[config.mk]
export PLATFORM = sky130hd
export DESIGN_NAME = ttt_game_ctrl
export DESIGN_NICKNAME = d
export VERILOG_FILES = /design/src/rtl/ttt_pkg.sv /design/src/rtl/ttt_line_detect.sv /design/src/rtl/ttt_game_ctrl.sv
export SDC_FILE = /design/constraint.sdc
export NUM_CORES = 1
export LEC_CHECK = 0
export CORE_ASPECT_RATIO = 1.4
export CORE_MARGIN = 3
export CORE_UTILIZATION = 45
export DETAILED_ROUTE_END_ITERATION = 16
export PLACE_DENSITY = 0.78
export SYNTH_ARGS = -nofsm -noshare
export SYNTH_HDL_FRONTEND = slang
export SYNTH_SLANG_ARGS = --single-unit
[constraint.sdc]
create_clock -name clk -period 2.3 [get_ports clk]
set_input_delay 0.23 -clock clk [delete_from_list [all_inputs] [get_ports clk]]
set_output_delay 0.23 -clock clk [all_outputs]
set_load 0.005 [all_outputs]
[src/rtl/ttt_pkg.sv]
// Shared definitions for the tic-tac-toe game controller: square encodings,
// FSM state encoding, move limit and small board-access helpers.
package ttt_pkg;

   localparam int unsigned NUM_SQ  = 9;
   localparam int unsigned BOARD_W = 2 * NUM_SQ;

   // Two-bit square encodings; 2'b11 is never written.
   localparam logic [1:0] SQ_EMPTY = 2'b00;
   localparam logic [1:0] SQ_P1    = 2'b01;
   localparam logic [1:0] SQ_P2    = 2'b10;

   localparam logic [3:0] MAX_MOVES = 4'd9;

   typedef enum logic [1:0] {
      StIdle  = 2'd0,
      StTurn  = 2'd1,
      StCheck = 2'd2,
      StDone  = 2'd3
   } state_e;

   // Square code written for the player to move (0 -> P1, 1 -> P2).
   function automatic logic [1:0] player_code(input logic player);
      return player ? SQ_P2 : SQ_P1;
   endfunction

   // Read square idx (0-based) from a packed board.
   function automatic logic [1:0] sq_get(input logic [BOARD_W-1:0] b, input int unsigned idx);
      logic [BOARD_W-1:0] sh;
      sh = b >> (2 * idx);
      return sh[1:0];
   endfunction

endpackage

[src/rtl/ttt_line_detect.sv]
// Purely combinational win detector: flags any row, column or diagonal fully
// owned by player 1 or player 2.
module ttt_line_detect
   import ttt_pkg::*;
(
   input  logic [BOARD_W-1:0] board,
   output logic               p1_line,
   output logic               p2_line
);

   // True when squares a, b, c (0-based) all hold code.
   function automatic logic line_of(input logic [BOARD_W-1:0] brd, input logic [1:0] code,
                                    input int unsigned a, input int unsigned b,
                                    input int unsigned c);
      return (sq_get(brd, a) == code) && (sq_get(brd, b) == code) && (sq_get(brd, c) == code);
   endfunction

   // True when any of the eight lines is fully owned by code.
   function automatic logic any_line(input logic [BOARD_W-1:0] brd, input logic [1:0] code);
      return line_of(brd, code, 0, 1, 2) | line_of(brd, code, 3, 4, 5) |
             line_of(brd, code, 6, 7, 8) | line_of(brd, code, 0, 3, 6) |
             line_of(brd, code, 1, 4, 7) | line_of(brd, code, 2, 5, 8) |
             line_of(brd, code, 0, 4, 8) | line_of(brd, code, 2, 4, 6);
   endfunction

   // Evaluate both players against all eight lines.
   always_comb begin
      p1_line = any_line(board, SQ_P1);
      p2_line = any_line(board, SQ_P2);
   end

endmodule

[src/rtl/ttt_game_ctrl.sv]
// Tic-tac-toe game controller: accepts alternating moves, evaluates the board
// one cycle after each accepted move and reports win / draw. Every output is
// driven straight from a register.
module ttt_game_ctrl
   import ttt_pkg::*;
(
   input  logic               clk,
   input  logic               clr,
   input  logic               start,
   input  logic               move_valid,
   input  logic [3:0]         move_sq,
   output logic [BOARD_W-1:0] board,
   output logic               cur_player,
   output logic               move_ack,
   output logic               move_rej,
   output logic               player_win,
   output logic               player_1_win,
   output logic               player_2_win,
   output logic               draw,
   output logic               game_over
);

   state_e             state_q, state_d;
   logic [BOARD_W-1:0] board_q, board_d;
   logic [3:0]         count_q, count_d;
   logic               cur_player_q, cur_player_d;
   logic               ack_q, ack_d;
   logic               rej_q, rej_d;
   logic               win_q, win_d;
   logic               p1_win_q, p1_win_d;
   logic               p2_win_q, p2_win_d;
   logic               draw_q, draw_d;
   logic               over_q, over_d;

   logic               p1_line, p2_line;
   logic               sq_in_range;
   logic               target_empty;
   logic               move_legal;
   logic               mover_win;

   ttt_line_detect u_line_detect (
      .board   (board_q),
      .p1_line (p1_line),
      .p2_line (p2_line)
   );

   // Decode the requested square and the current mover's win status.
   always_comb begin
      sq_in_range  = (move_sq >= 4'd1) && (move_sq <= 4'd9);
      target_empty = 1'b0;
      for (int k = 0; k < NUM_SQ; k++) begin
         if (move_sq == 4'(k + 1)) begin
            target_empty = (sq_get(board_q, k) == SQ_EMPTY);
         end
      end
      move_legal = sq_in_range && target_empty;
      // Only the player who just moved can have completed a line.
      mover_win  = cur_player_q ? p2_line : p1_line;
   end

   // State and registered outputs; clr dominates everything.
   always_ff @(posedge clk) begin
      if (clr) begin
         state_q      <= StIdle;
         board_q      <= '0;
         count_q      <= '0;
         cur_player_q <= 1'b0;
         ack_q        <= 1'b0;
         rej_q        <= 1'b0;
         win_q        <= 1'b0;
         p1_win_q     <= 1'b0;
         p2_win_q     <= 1'b0;
         draw_q       <= 1'b0;
         over_q       <= 1'b0;
      end else begin
         state_q      <= state_d;
         board_q      <= board_d;
         count_q      <= count_d;
         cur_player_q <= cur_player_d;
         ack_q        <= ack_d;
         rej_q        <= rej_d;
         win_q        <= win_d;
         p1_win_q     <= p1_win_d;
         p2_win_q     <= p2_win_d;
         draw_q       <= draw_d;
         over_q       <= over_d;
      end
   end

   // Next-state logic; start restarts the game from any state.
   always_comb begin
      state_d = state_q;
      if (start) begin
         state_d = StTurn;
      end else begin
         case (state_q)
            StIdle:  state_d = StIdle;
            StTurn:  if (move_valid && move_legal) state_d = StCheck;
            StCheck: state_d = (mover_win || (count_q == MAX_MOVES)) ? StDone : StTurn;
            StDone:  state_d = StDone;
            default: state_d = StIdle;
         endcase
      end
   end

   // Next values of board, counters, pulses and result flags.
   always_comb begin
      board_d      = board_q;
      count_d      = count_q;
      cur_player_d = cur_player_q;
      ack_d        = 1'b0;
      rej_d        = 1'b0;
      win_d        = win_q;
      p1_win_d     = p1_win_q;
      p2_win_d     = p2_win_q;
      draw_d       = draw_q;
      over_d       = (state_d == StDone);

      if (start) begin
         // A move presented together with start is discarded silently.
         board_d      = '0;
         count_d      = '0;
         cur_player_d = 1'b0;
         win_d        = 1'b0;
         p1_win_d     = 1'b0;
         p2_win_d     = 1'b0;
         draw_d       = 1'b0;
      end else begin
         case (state_q)
            StTurn: begin
               if (move_valid) begin
                  if (move_legal) begin
                     // Target is known empty, so OR-ing in the code is a write.
                     board_d = board_q | ({{(BOARD_W - 2){1'b0}}, player_code(cur_player_q)}
                                          << {move_sq - 4'd1, 1'b0});
                     count_d = (count_q >= MAX_MOVES) ? MAX_MOVES : count_q + 4'd1;
                     ack_d   = 1'b1;
                  end else begin
                     rej_d = 1'b1;
                  end
               end
            end
            StCheck: begin
               rej_d = move_valid;
               if (mover_win) begin
                  win_d    = 1'b1;
                  p1_win_d = ~cur_player_q;
                  p2_win_d = cur_player_q;
               end else if (count_q == MAX_MOVES) begin
                  draw_d = 1'b1;
               end else begin
                  cur_player_d = ~cur_player_q;
               end
            end
            default: begin
               // Idle and Done: any move request is refused.
               rej_d = move_valid;
            end
         endcase
      end
   end

   assign board        = board_q;
   assign cur_player   = cur_player_q;
   assign move_ack     = ack_q;
   assign move_rej     = rej_q;
   assign player_win   = win_q;
   assign player_1_win = p1_win_q;
   assign player_2_win = p2_win_q;
   assign draw         = draw_q;
   assign game_over    = over_q;

endmodule

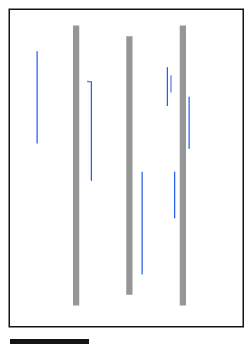
Fig. 1. M4 wires (run 1).
The bar under the picture is 20 um long. Supply wires on this layer in gray.
share of all routed wire	2.1%
main direction	vertical
wire length on this layer	113 um
nets with wire on the layer	7
longest straight run	25.8 um

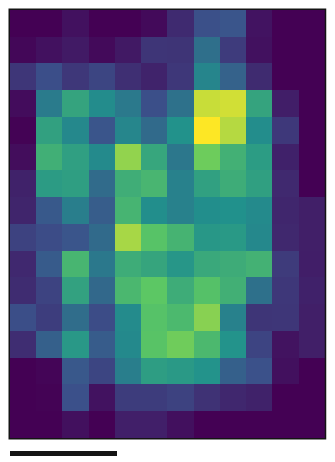
Fig. 2. Routed metal per tile (run 1).
The bar under the picture is 20 um long. 12 x 16 tiles, from dark purple (low) to yellow (high), scaled to the fullest tile. Values are wire area over tile area, all layers added.
tiles over half the peak	27%
mean over tiles	0.18
nearly empty tiles	16%
emptiest ninth of the die	lower right

==> results.cfg, run 1 <==
; generated from flow reports
[setup_path]
arrival_ns = 2.37
crit_type = in -> reg

[min_path]
min_from = player_1_win

[power_and_ir_drop]
clockPowerShare = 0.389
power.switching_mw = 0.273
peakVddDrop_mv = 0.418

[timing]
tightest_slew_ns = 0.440
setup_tns_ns = 0
hold_viol = 0
worst_slack_ns = 0.124

[route]
drc = 0

[synthesis]
ys_top_cells_by_area = dfxtp_1, nor4bb_1, ha_1
async_flop_share = 0
yosysWarningCount = 0
syn_area_per_cell_um2 = 9.11
synth_flops = 32
yosysUniqueCellTypes = 49

[floorplanning]
dieArea_mm2 = 0.00475

[global_route]
grt_pass1_vias = 1746

[outcome]
status = finished clean

[run]
warning_count = 31

[final_layout]
nNetsFinal = 272
diodes = 0
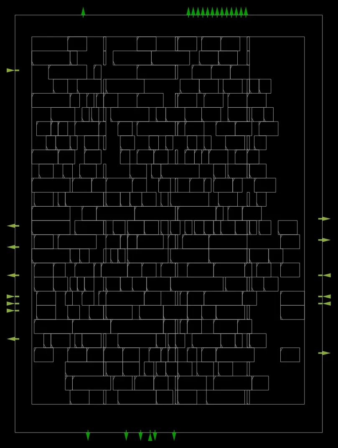
Fig. 3. Cell outlines without signal wires (run 1).
Core Area: 0.00371 mm2
final cell utilization of the core: 0.677
Final Non-Filler Cells: 299
Tap Cells: 42
flop share of the area: 0.255

## run 1: cell type report
class                      instances  area [um2]
tap                               42        52.6
sequential                        32         641
timing repair buffer              60         549
multi-input combinational        147        1130
fill                             309        1200
inverter                          11        41.3
clock buffer                       7        96.3
## run 1: power by group through the flow
stage          combinational (mW)  clock [mW]  sequential [mW]
2_1_floorplan              0.0675           0            0.572
3_3_place_gp                0.131           0            0.573
3_5_place_dp                0.132           0            0.573
4_1_cts                     0.138       0.465            0.561
5_1_grt                     0.164       0.484            0.561
6_report                    0.153       0.455            0.561
## run 1: layout by cell type, fill, tap and decap left out, drive strengths merged, types with 6 or more instances in the layout
cell type | Yosys | routed
o21a | 6 | 6
nand2 | 16 | 16
clkdlybuf4s50 | 0 | 30
nor2 | 14 | 14
a22o | 6 | 6
buf | 2 | 27
dfxtp | 32 | 32
a21oi | 6 | 6
nor4bb | 16 | 16
nor3 | 8 | 8
ha | 7 | 7
o21ai | 11 | 11
inv | 11 | 11
clkbuf | 3 | 7
## run 1: through the flow
stage          hold WS (ns)  cells  area [um2]
6_report              0.460    299        2510
5_1_grt               0.494    299        2510
4_1_cts               0.464    297        2440
3_5_place_dp          0.450    290        2320
3_3_place_gp          0.447    290        2320
2_1_floorplan         0.299    195        1780
## run 1: sequential cells by signal, summed over array words and instances, names as in the netlist
name / count
board: 18
count_q: 4
cur_player: 1
draw: 1
game_over: 1
move_ack: 1
move_rej: 1
player_1_win: 1
player_2_win: 1
player_win: 1
state_q: 2
## run 1: worst max-delay path: cells and delay by family
kind	cells	cell delay (ns)
adder cells (fa/ha/maj)	1	0.20
buffers and inverters	2	0.34
AND-OR/OR-AND	3	0.40
AND/OR/NAND/NOR	3	1.20
## run 1: logic make-up (layout without fill, tap and decap cells)
kind of cell / Yosys count / count (layout) / share of synthesized area
simple gates: 87 / 87 / 0.313
compound gates: 47 / 47 / 0.210
flops: 32 / 32 / 0.361
buf+inv: 16 / 78 / 0.0359
fa+ha+maj: 7 / 7 / 0.0493
xor+xnor: 3 / 3 / 0.0148
mux: 3 / 3 / 0.0169
## run 1: repair_timing
item	CTS	global route
hold buffers	0	0
hold endpoints to repair	0	0
setup buffers	0	2
gates resized	3	9
endpoints found under the setup margin	18	22
pin swaps	1	4
## run 1: layer usage
layer	vias to the layer above	part of all wire	wire, um	track usage
li1	862	-	-	-
met1	858	0.39	2090	0.264
met2	65	0.55	2900	0.403
met3	16	0.041	217	0.0434
met4	0	0.021	113	0.127
met5	-	0	0	0
## run 1: worst paths after layout
check	to	depth (start not counted)
setup / recovery	board[9]	9
hold / removal	player_1_win	2
setup reg to reg	board[9]	6
hold reg to reg	player_1_win	2
==> inputs of run 2 (changes only) <==
SETUP_SLACK_MARGIN = 0.05   (was unset)
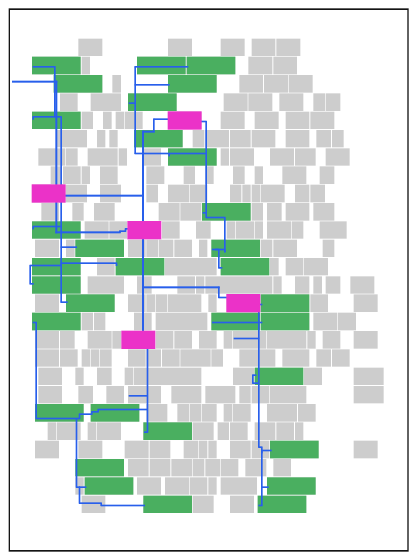
Fig. 4. Clock wires, drivers and flops (run 2).
[clock drivers] magenta | count: 5
[flip-flops] green | count: 32
[clock wires] blue | length: 371 um
routed clock nets	6

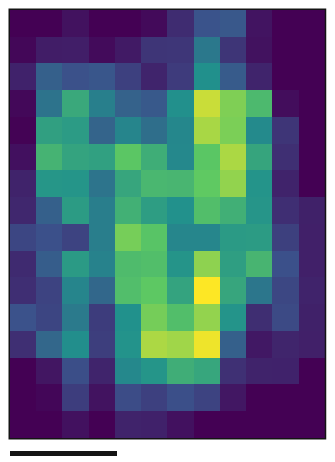
Fig. 5. Routed metal per tile (run 2).
The bar under the picture is 20 um long. 12 x 16 tiles, from dark purple (low) to yellow (high), scaled to the fullest tile. Values are wire area over tile area, all layers added.
tiles over half the peak	31%
emptiest ninth of the die	lower right
densest ninth of the die	center
fullest tile	0.55
nearly empty tiles	16%

==> results.cfg, run 2 <==
; generated from flow reports
[outcome]
status = finished clean

[synthesis]
async_flop_share = 0
syn_area_per_cell_um2 = 9.11
yosysWarningCount = 0
ys_top_cells_by_area = dfxtp_1, nor4bb_1, ha_1
yosysUniqueCellTypes = 49
synth_flops = 32

[final_layout]
fillCellCount = 311
nNetsFinal = 271
postLayoutCoreUtil = 0.672
largest_reg_flops = 18
diodes = 0
mostFrequentLayoutCell = dfxtp_1
mostFrequentLayoutCells = dfxtp_1, clkdlybuf4s50_1, buf_4

[power_and_ir_drop]
peakVddDrop_mv = 0.418
p_leak_nw = 0.895

[run]
warning_count = 33

[clock_tree]
ctsHoldBuffers = 0
clock_latency_ns = 0.28

[setup_path]
r2r_cells = 6
crit_type = in -> reg
crit_family = simple AND/OR/NAND/NOR gates
rr_endpoint = board[9]
arrival_ns = 2.39
path_buffers = 2

[route]
met2_length_um = 2890
met3_length_um = 195
routed.top_layer = met4
wl_met1_um = 2040
drc = 0

[global_route]
grt_pass1_vias = 1807
overflow = 0
grt_start_max_net_pins = 25

[timing]
whs_ns = 0.458
tightest_slew_ns = 0.440
hold_viol = 0

[place]
placed_cell_area_mm2 = 0.00232

[floorplanning]
dieArea_mm2 = 0.00475
core_region_area_mm2 = 0.00371
rows = 26

[min_path]
min_from = player_1_win
==> run 2: netlist changes by cell type in the layout (fill, tap and decap cells not counted) <==
cell and change:
buf_12 -1, o21ai_1 -1, o21ai_2 +1
==> run 2: logic make-up after synthesis <==
| logic type | share of synthesized area |
|---|---|
| fa+ha+maj | 0.0493 |
| flops | 0.361 |
| simple gates | 0.313 |
| compound gates | 0.210 |
| mux | 0.0169 |
| buf+inv | 0.0359 |
| xor+xnor | 0.0148 |
==> run 2: tightest hold or removal path: stages, from the launching register on <==
cell	delay (ns)
dfxtp_1	0.31
nand2_1	0.05
mux2i_1	0.05
==> run 2: per-layer routing <==
layer / track usage / up-vias
met2: 0.429 / 47
met3: 0.0418 / 17
met1: 0.271 / 888
li1: - / 862
met5: 0 / -
met4: 0.118 / 0
==> run 2: worst max path at each step <==
stage,startpoint,to,depth (start not counted)
finish,move_sq[0],board[9],9
CTS,move_sq[1],board[9],9
global route,move_sq[0],board[9],9
global placement,move_sq[0],board[9],9
floorplan,move_sq[0],board[9],8
detailed placement,move_sq[0],board[9],9
==> run 2: final cells by class <==
cell class / count / area [um2] / share of cell area
Multi-Input combinational cell: 147 / 1130 / 0.455
Sequential cell: 32 / 641 / 0.257
Timing Repair Buffer: 59 / 529 / 0.212
Clock buffer: 7 / 96.3 / 0.0386
Tap cell: 42 / 52.6 / 0.0211
Inverter: 11 / 41.3 / 0.0166
==> run 2: what timing repair did <==
item,CTS,global route
setup endpoints to repair,19,21
setup buffers,0,1
gates resized,8,5
pin swaps,3,4
==> run 2: per-stage QoR <==
stage	instances	worst slack (ns)
3_5_place_dp	290	-0.451
5_1_grt	298	0.0292
6_report	298	0.106
2_1_floorplan	195	0.0892
3_3_place_gp	290	-0.389
4_1_cts	297	0.0221
==> run 2: power by group <==
group,internal (mW),switching (mW),total (mW)
Combinational,0.0703,0.0788,0.149
Sequential,0.558,0.00391,0.561
Clock,0.266,0.190,0.456
No activity file was given, so power comes from the tool's default toggle rates.
